### Pin placement, run 1

Scale: 4 px per um. Pins as bars across the die edge, other pins in grey.
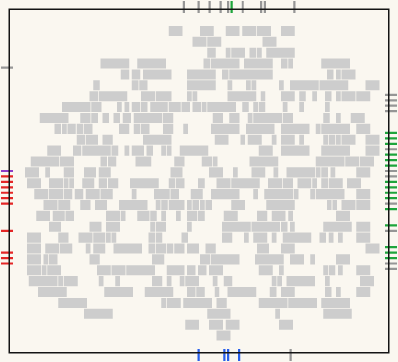
### Placement density heat map, run 1

Scale: 4 px per um. 9 x 9 tiles, from black (low) to pale yellow (high), 0 to 100% covered.
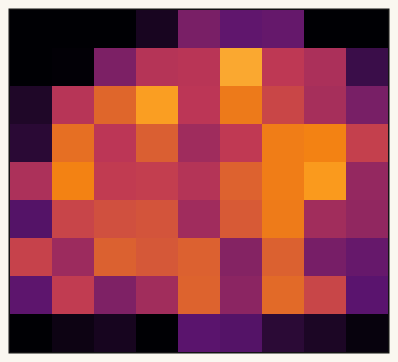
### Wiring by layer, run 1

Scale: 3 px per um.
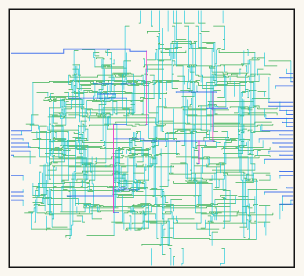
### Placed cells, one colour a class, run 1

Scale: 3 px per um.
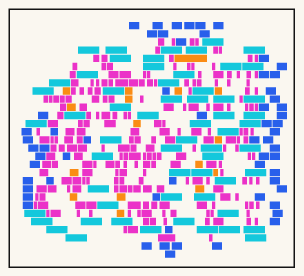
===== config.mk =====
export PLATFORM = sky130hd
export DESIGN_NAME = bcd_keypad_entry_ctrl
export DESIGN_NICKNAME = d
export VERILOG_FILES = /design/src/rtl/bcd_keypad_entry_ctrl.sv
export SDC_FILE = /design/constraint.sdc
export NUM_CORES = 1
export LEC_CHECK = 0
export CAP_MARGIN = 20
export CORE_ASPECT_RATIO = 0.9
export CORE_MARGIN = 2
export CORE_UTILIZATION = 35
export CTS_BUF_LIST = sky130_fd_sc_hd__clkbuf_4
export CTS_CLUSTER_SIZE = 30
export DETAILED_ROUTE_END_ITERATION = 8
export GPL_ROUTABILITY_DRIVEN = 0
export SLEW_MARGIN = 20
export SYNTH_ARGS = -nofsm -noshare
export SYNTH_HDL_FRONTEND = slang
export SYNTH_SLANG_ARGS = --single-unit

===== constraint.sdc =====
create_clock -name clk -period 3.5 [get_ports clk]
set_clock_uncertainty 0.15 [all_clocks]
set_input_delay 0.875 -clock clk [delete_from_list [all_inputs] [get_ports clk]]
set_output_delay 0.875 -clock clk [all_outputs]
set_load 0.02 [all_outputs]

===== src/rtl/bcd_keypad_entry_ctrl.sv =====
// bcd_keypad_entry_ctrl: debounces a 10-line one-hot decimal keypad,
// encodes each accepted press to BCD and builds a DIGITS-deep number
// buffer. The buffer is committed downstream over a valid/ready
// handshake. Multi-key presses and overflow raise key_error.
//
// Ports:
//   clk, rst      rising-edge clock, synchronous active-high reset
//   key_in[9:0]   keypad lines, bit k = key k (already synchronized)
//   enter, clear  single-cycle commit / clear requests
//   buf_digits    live entry buffer, newest digit in [3:0]
//   digit_count   digits currently buffered (0..DIGITS)
//   num_out       committed number, stable while num_valid
//   num_valid     committed number available
//   num_ready     consumer accepts num_out
//   key_error     one-cycle pulse on multi-key press or overflow
module bcd_keypad_entry_ctrl #(
    parameter int DEBOUNCE_CYCLES = 4,
    parameter int DIGITS          = 4
) (
    input  logic                  clk,
    input  logic                  rst,
    input  logic [9:0]            key_in,
    input  logic                  enter,
    input  logic                  clear,
    output logic [4*DIGITS-1:0]   buf_digits,
    output logic [3:0]            digit_count,
    output logic [4*DIGITS-1:0]   num_out,
    output logic                  num_valid,
    input  logic                  num_ready,
    output logic                  key_error
);

    localparam int         W        = 4 * DIGITS;
    localparam logic [7:0] CNT_LAST = 8'(DEBOUNCE_CYCLES - 1);
    localparam logic [3:0] CNT_MAX  = 4'(DIGITS);

    typedef enum logic [1:0] {
        IDLE,
        DEBOUNCE,
        WAIT_RELEASE
    } state_e;

    state_e         state_q, state_d;
    logic [9:0]     cap_q, cap_d;
    logic [7:0]     cnt_q, cnt_d;
    logic           armed_q, armed_d;
    logic [W-1:0]   buf_q, buf_d;
    logic [3:0]     count_q, count_d;
    logic [W-1:0]   num_q, num_d;
    logic           valid_q, valid_d;
    logic           err_q, err_d;

    logic           key_none;
    logic           accept;
    logic           cap_onehot;
    logic [3:0]     digit;
    logic [W-1:0]   digit_w;
    logic           commit;
    logic [W-1:0]   base_buf;
    logic [3:0]     base_cnt;

    assign key_none = (key_in == 10'd0);

    // ------------------------------------------------------------------
    // Debounce FSM
    // ------------------------------------------------------------------
    always_comb begin
        state_d = state_q;
        cap_d   = cap_q;
        cnt_d   = cnt_q;
        accept  = 1'b0;
        // A key held through reset must be released before it can be
        // captured; armed tracks whether lines have been seen idle.
        armed_d = armed_q | key_none;

        unique case (state_q)
            IDLE: begin
                if (!key_none && armed_q) begin
                    cap_d   = key_in;
                    cnt_d   = 8'd1;
                    state_d = DEBOUNCE;
                end
            end
            DEBOUNCE: begin
                if (key_none) begin
                    cnt_d   = 8'd0;
                    state_d = IDLE;
                end else if (key_in != cap_q) begin
                    cap_d = key_in;
                    cnt_d = 8'd1;
                end else if (cnt_q < CNT_LAST) begin
                    cnt_d = cnt_q + 8'd1;
                end else begin
                    accept  = 1'b1;
                    cnt_d   = 8'd0;
                    state_d = WAIT_RELEASE;
                end
            end
            WAIT_RELEASE: begin
                if (key_none) begin
                    state_d = IDLE;
                end
            end
            default: begin
                cnt_d   = 8'd0;
                state_d = IDLE;
            end
        endcase
    end

    // ------------------------------------------------------------------
    // Key encoding
    // ------------------------------------------------------------------
    assign cap_onehot = (cap_q != 10'd0) &&
                        ((cap_q & (cap_q - 10'd1)) == 10'd0);

    always_comb begin
        digit = 4'd0;
        for (int i = 0; i < 10; i++) begin
            if (cap_q[i]) begin
                digit = 4'(i);
            end
        end
    end

    always_comb begin
        digit_w      = '0;
        digit_w[3:0] = digit;
    end

    // ------------------------------------------------------------------
    // Buffer, commit and handshake
    // ------------------------------------------------------------------
    assign commit = enter && !valid_q && (count_q != 4'd0) && !clear;

    // A commit empties the buffer first, so a digit accepted on the
    // same edge lands in a fresh buffer.
    assign base_buf = commit ? '0 : buf_q;
    assign base_cnt = commit ? 4'd0 : count_q;

    always_comb begin
        valid_d = valid_q;
        num_d   = num_q;
        buf_d   = base_buf;
        count_d = base_cnt;
        err_d   = 1'b0;

        if (valid_q && num_ready) begin
            valid_d = 1'b0;
        end
        if (commit) begin
            num_d   = buf_q;
            valid_d = 1'b1;
        end

        if (clear) begin
            buf_d   = '0;
            count_d = 4'd0;
        end else if (accept) begin
            if (!cap_onehot) begin
                err_d = 1'b1;
            end else if (base_cnt < CNT_MAX) begin
                buf_d   = (base_buf << 4) | digit_w;
                count_d = base_cnt + 4'd1;
            end else begin
                err_d = 1'b1;
            end
        end
    end

    always_ff @(posedge clk) begin
        if (rst) begin
            state_q <= IDLE;
            cap_q   <= 10'd0;
            cnt_q   <= 8'd0;
            armed_q <= key_none;
            buf_q   <= '0;
            count_q <= 4'd0;
            num_q   <= '0;
            valid_q <= 1'b0;
            err_q   <= 1'b0;
        end else begin
            state_q <= state_d;
            cap_q   <= cap_d;
            cnt_q   <= cnt_d;
            armed_q <= armed_d;
            buf_q   <= buf_d;
            count_q <= count_d;
            num_q   <= num_d;
            valid_q <= valid_d;
            err_q   <= err_d;
        end
    end

    assign buf_digits  = buf_q;
    assign digit_count = count_q;
    assign num_out     = num_q;
    assign num_valid   = valid_q;
    assign key_error   = err_q;

endmodule

==> impl_metrics.json, run 1 <==
{
  "status": "finished, final reports clean",
  "area_delta_synth_final_pct": 29.2,
  "place_hpwl_mm": 4.28,
  "reg2reg_from": "cap_q[6]$_SDFFE_PP0P_",
  "worstPathMaxFanout": 19,
  "ys_ff": 59,
  "critical_path_class": "in2reg",
  "cts-hold-fix-buffers": 0,
  "grt_max_degree": 36,
  "fin_nets": 364,
  "synth_area_per_cell_um2": 8.87,
  "slew_violations": 0,
  "final_cells": 445,
  "synthAoiAreaFrac_pct": 12.8,
  "critPathCapture": "buf_digits[12]$_SDFF_PP0_",
  "ys_sh_simple_pct": 21.4,
  "yosys-stat-cells": 291,
  "reg2reg_depth": 5,
  "hold_start": "num_out[4]$_SDFFE_PP0P_",
  "ys_sh_adder_pct": 0.969,
  "rsz0062_at_grt": "no",
  "post-route-util_pct": 46.9,
  "synthCells": 291,
  "viasPerCell": 5.02,
  "cts_setup_buffers": 0,
  "logic_family": "simple AND/OR/NAND/NOR gates",
  "cp_num_cells": 6,
  "total_leakage_power_nw": 1.17,
  "routed_wl_mm": 5.89,
  "slowest_delay_ns": 0.48,
  "grt_pass1_wl_mm": 9.53,
  "cts_max_path_buffers": 2,
  "drive_gt1_share_pct": 8.81,
  "finalClockPeriodUsage_pct": 80.6,
  "layout_top_cells": "dfxtp_1 (59), nand2_1 (54), clkdlybuf4s50_1 (52)",
  "fillers": 736,
  "synth.most_common_cell": "dfxtp_1",
  "max_slew.worst_pin.slew_ns": 1.02,
  "slowest_stage": "nor4_1",
  "ys_seq_share_pct": 45.8,
  "fin_crit_ns": 2.82,
  "grt_pass1_vias": 2060,
  "switching_share_pct": 25.0,
  "top_power_group": "registers",
  "die-area_um2": 8080,
  "hold_slack_ns": 0.311,
  "firstDrtPassIters": 4,
  "top_cell_area_share_pct": 45.8,
  "antenna_found_initial": 0,
  "dpl_worst_slack_ns": 0.242,
  "setup_viol": 0,
  "area_leaders": "dfxtp_1 (46%), mux2i_1 (11%), nand2_1 (7.9%)",
  "die_h_um": 85.5,
  "synth_nets": 308,
  "p_comb_uw": 52.6,
  "core_util_floorplan_pct": 36.3,
  "r2r-end": "buf_digits[12]$_SDFF_PP0_",
  "yosysTopAreaCell": "dfxtp_1",
  "timing.fmax_mhz": 355,
  "htree_levels": 3,
  "numCtsBuffers": 9,
  "p_seq_uw": 672,
  "max-slew-margin-rel_pct": 31.7,
  "synthFlopType": "dfxtp_1",
  "power_density_nw_per_um2": 367,
  "cts_resized": 0,
  "clkTransAtPathRegs_ns": 0.12,
  "core_um2": 7110,
  "dp_cells": 429
}
About 'Pin placement':
legend:
  key_in:
    colour: red
    pins: 10
    direction: input
    edge: west
  clear:
    colour: purple
    pins: 1
    direction: input
    edge: west
  buf_digits:
    colour: green
    pins: 16
    direction: output
    edge: 15 east, 1 north
  digit_count:
    colour: blue
    pins: 4
    direction: output
    edge: south

About 'Placement density heat map':
tiles over 75% full: 3.7%
fullest tile: 81%
mean over tiles: 40%

About 'Wiring by layer':
legend:
  M2:
    colour: cyan
    wire_length: 2680 um
  M3:
    colour: blue
    wire_length: 356 um
  M4:
    colour: magenta
    wire_length: 77.5 um
  M1:
    colour: green
    wire_length: 2780 um

About 'Placed cells, one colour a class':
legend:
  remaining buffers and delay cells:
    colour: blue
    cells: 60
  remaining logic cells:
    colour: magenta
    cells: 217
  registers:
    colour: cyan
    cells: 59
  clock drivers and dummy loads:
    colour: orange
    cells: 16

[run 1: cell type report]
class                   instances  area [um2]  share of cell area, %
clock buffers                   9        67.6                   2.03
inverters                       6        22.5                  0.675
clock inverters                 7        77.6                   2.33
well taps                      93         116                   3.49
repair buffers                 60         581                   17.4
multi-input cells             211        1290                   38.7
flip-flops and latches         59        1180                   35.4
[run 1: routing by layer]
| metal | share of wire, % | global-route usage [%] | up-vias | routed length [um] |
|---|---|---|---|---|
| met5 | 0 | 0 | - | 0 |
| met4 | 1.3 | 5.80 | 0 | 77 |
| met3 | 6.0 | 4.62 | 10 | 355 |
| met2 | 45 | 24.6 | 59 | 2680 |
| met1 | 47 | 19.4 | 1034 | 2780 |
| li1 | - | - | 1130 | - |
==> inputs of run 2 (changes only) <==
- clock period: 3.5 -> 2.9 ns (I/O delays scaled with it)
==> run 2 against run 1 <==
Effect of this change: worst setup slack lost 0.28 ns; wire length grew 3.5%; non-clock buffer count grew 21; critical endpoint is now buf_digits[13]$_SDFF_PP0_; largest cell class unchanged; largest power group unchanged; highest routed layer unchanged.
==> impl_metrics.json, run 2 <==
{
  "status": "finished, final reports clean",
  "synthCells": 291,
  "top_power_group": "registers",
  "synthAoiAreaFrac_pct": 12.8,
  "max-slew-margin-rel_pct": 35.7,
  "comb_area_share_pct": 36.4,
  "r2r-end": "digit_count[2]$_SDFF_PP0_",
  "synth_area_per_cell_um2": 8.87,
  "antenna_found_initial": 0,
  "buffers_excl_clock": 81,
  "yosysTopAreaCell": "dfxtp_1",
  "design.seq.count": 59,
  "cts_resized": 0,
  "slowest_stage": "clkdlybuf4s50_1",
  "rsz0062_at_grt": "no",
  "area_leaders": "dfxtp_1 (46%), mux2i_1 (11%), nand2_1 (7.9%)",
  "inverters_excl_clock": 6,
  "critical_path_class": "in2reg",
  "total_leakage_power_nw": 1.30,
  "clockNetworkAreaShare_pct": 5.19,
  "die-area_um2": 8080,
  "worstPathMaxFanout": 13,
  "finalClockPeriodUsage_pct": 86.3,
  "layout.nonclk_buf_share_pct": 21.2,
  "ys_seq_share_pct": 45.8,
  "yosys-stat-cells": 291,
  "synthFlopType": "dfxtp_1",
  "synth.most_common_cell": "dfxtp_1",
  "power_density_nw_per_um2": 462,
  "die_h_um": 85.5,
  "area_delta_synth_final_pct": 37.3,
  "nWellTaps": 93,
  "reg2reg_depth": 6,
  "dominant_cells": "multi-input combinational cells",
  "fin_crit_ns": 2.50,
  "p_comb_uw": 74.2,
  "timing.fmax_mhz": 400,
  "core_util_floorplan_pct": 36.3,
  "setup_viol": 0,
  "max_slew.worst_pin.slew_ns": 0.960,
  "ys_sh_simple_pct": 21.4,
  "hold_start": "num_out[7]$_SDFFE_PP0P_",
  "slew_violations": 0,
  "slowest_delay_ns": 0.43,
  "ys_ff": 59,
  "htree_levels": 3,
  "logic_area_um2": 1290,
  "logic_family": "simple AND/OR/NAND/NOR gates",
  "routed_wl_mm": 6.09,
  "seq_share_pct": 33.3,
  "core_um2": 7110,
  "p_seq_uw": 811,
  "cts-hold-fix-buffers": 0,
  "reg2reg_from": "cap_q[1]$_SDFFE_PP0P_",
  "ys_sh_adder_pct": 0.969,
  "drive_gt1_share_pct": 13.7,
  "cts_max_path_buffers": 2,
  "grt_pass1_vias": 2196,
  "clkbuf_count": 9,
  "top_cell_area_share_pct": 45.8
}
-- run 2: stage by stage --
stage          hold WS [ns]  util, %  total power [mW]  instances
4_1_cts               0.311     49.8              1.66        466
3_3_place_gp          0.292     47.3             0.904        450
2_1_floorplan         0.281        -             0.856        291
6_report              0.308     49.8              1.64        466
3_5_place_dp          0.296     47.3             0.905        450
5_1_grt               0.332     49.8              1.70        466
-- run 2: cells by family (layout without fill, tap and decap cells) --
kind of cell	after synthesis	count (layout)
and+or+nand+nor	118	118
DFF	59	59
AOI/OAI and AO/OA	53	53
muxes	28	28
buffers and inverters	21	103
xor gates and xnor gates	10	10
adders and majority gates	2	2
-- run 2: metal layers --
metal	global-route usage, %	vias up	wire length, um
met5	0	-	0
met4	6.98	0	114
met3	4.09	13	320
met2	26.0	62	2810
met1	20.0	1079	2850
li1	-	1174	-
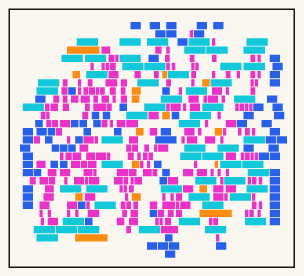
*Placed cells, one colour a class, run 2*
Scale: 3 px per um.
legend:
  clock drivers and dummy loads:
    colour: orange
    cells: 16
  registers:
    colour: cyan
    cells: 59
  remaining buffers and delay cells:
    colour: blue
    cells: 81
  remaining logic cells:
    colour: magenta
    cells: 217

Power figures rest on the tool's default switching activity, not on a simulated workload.
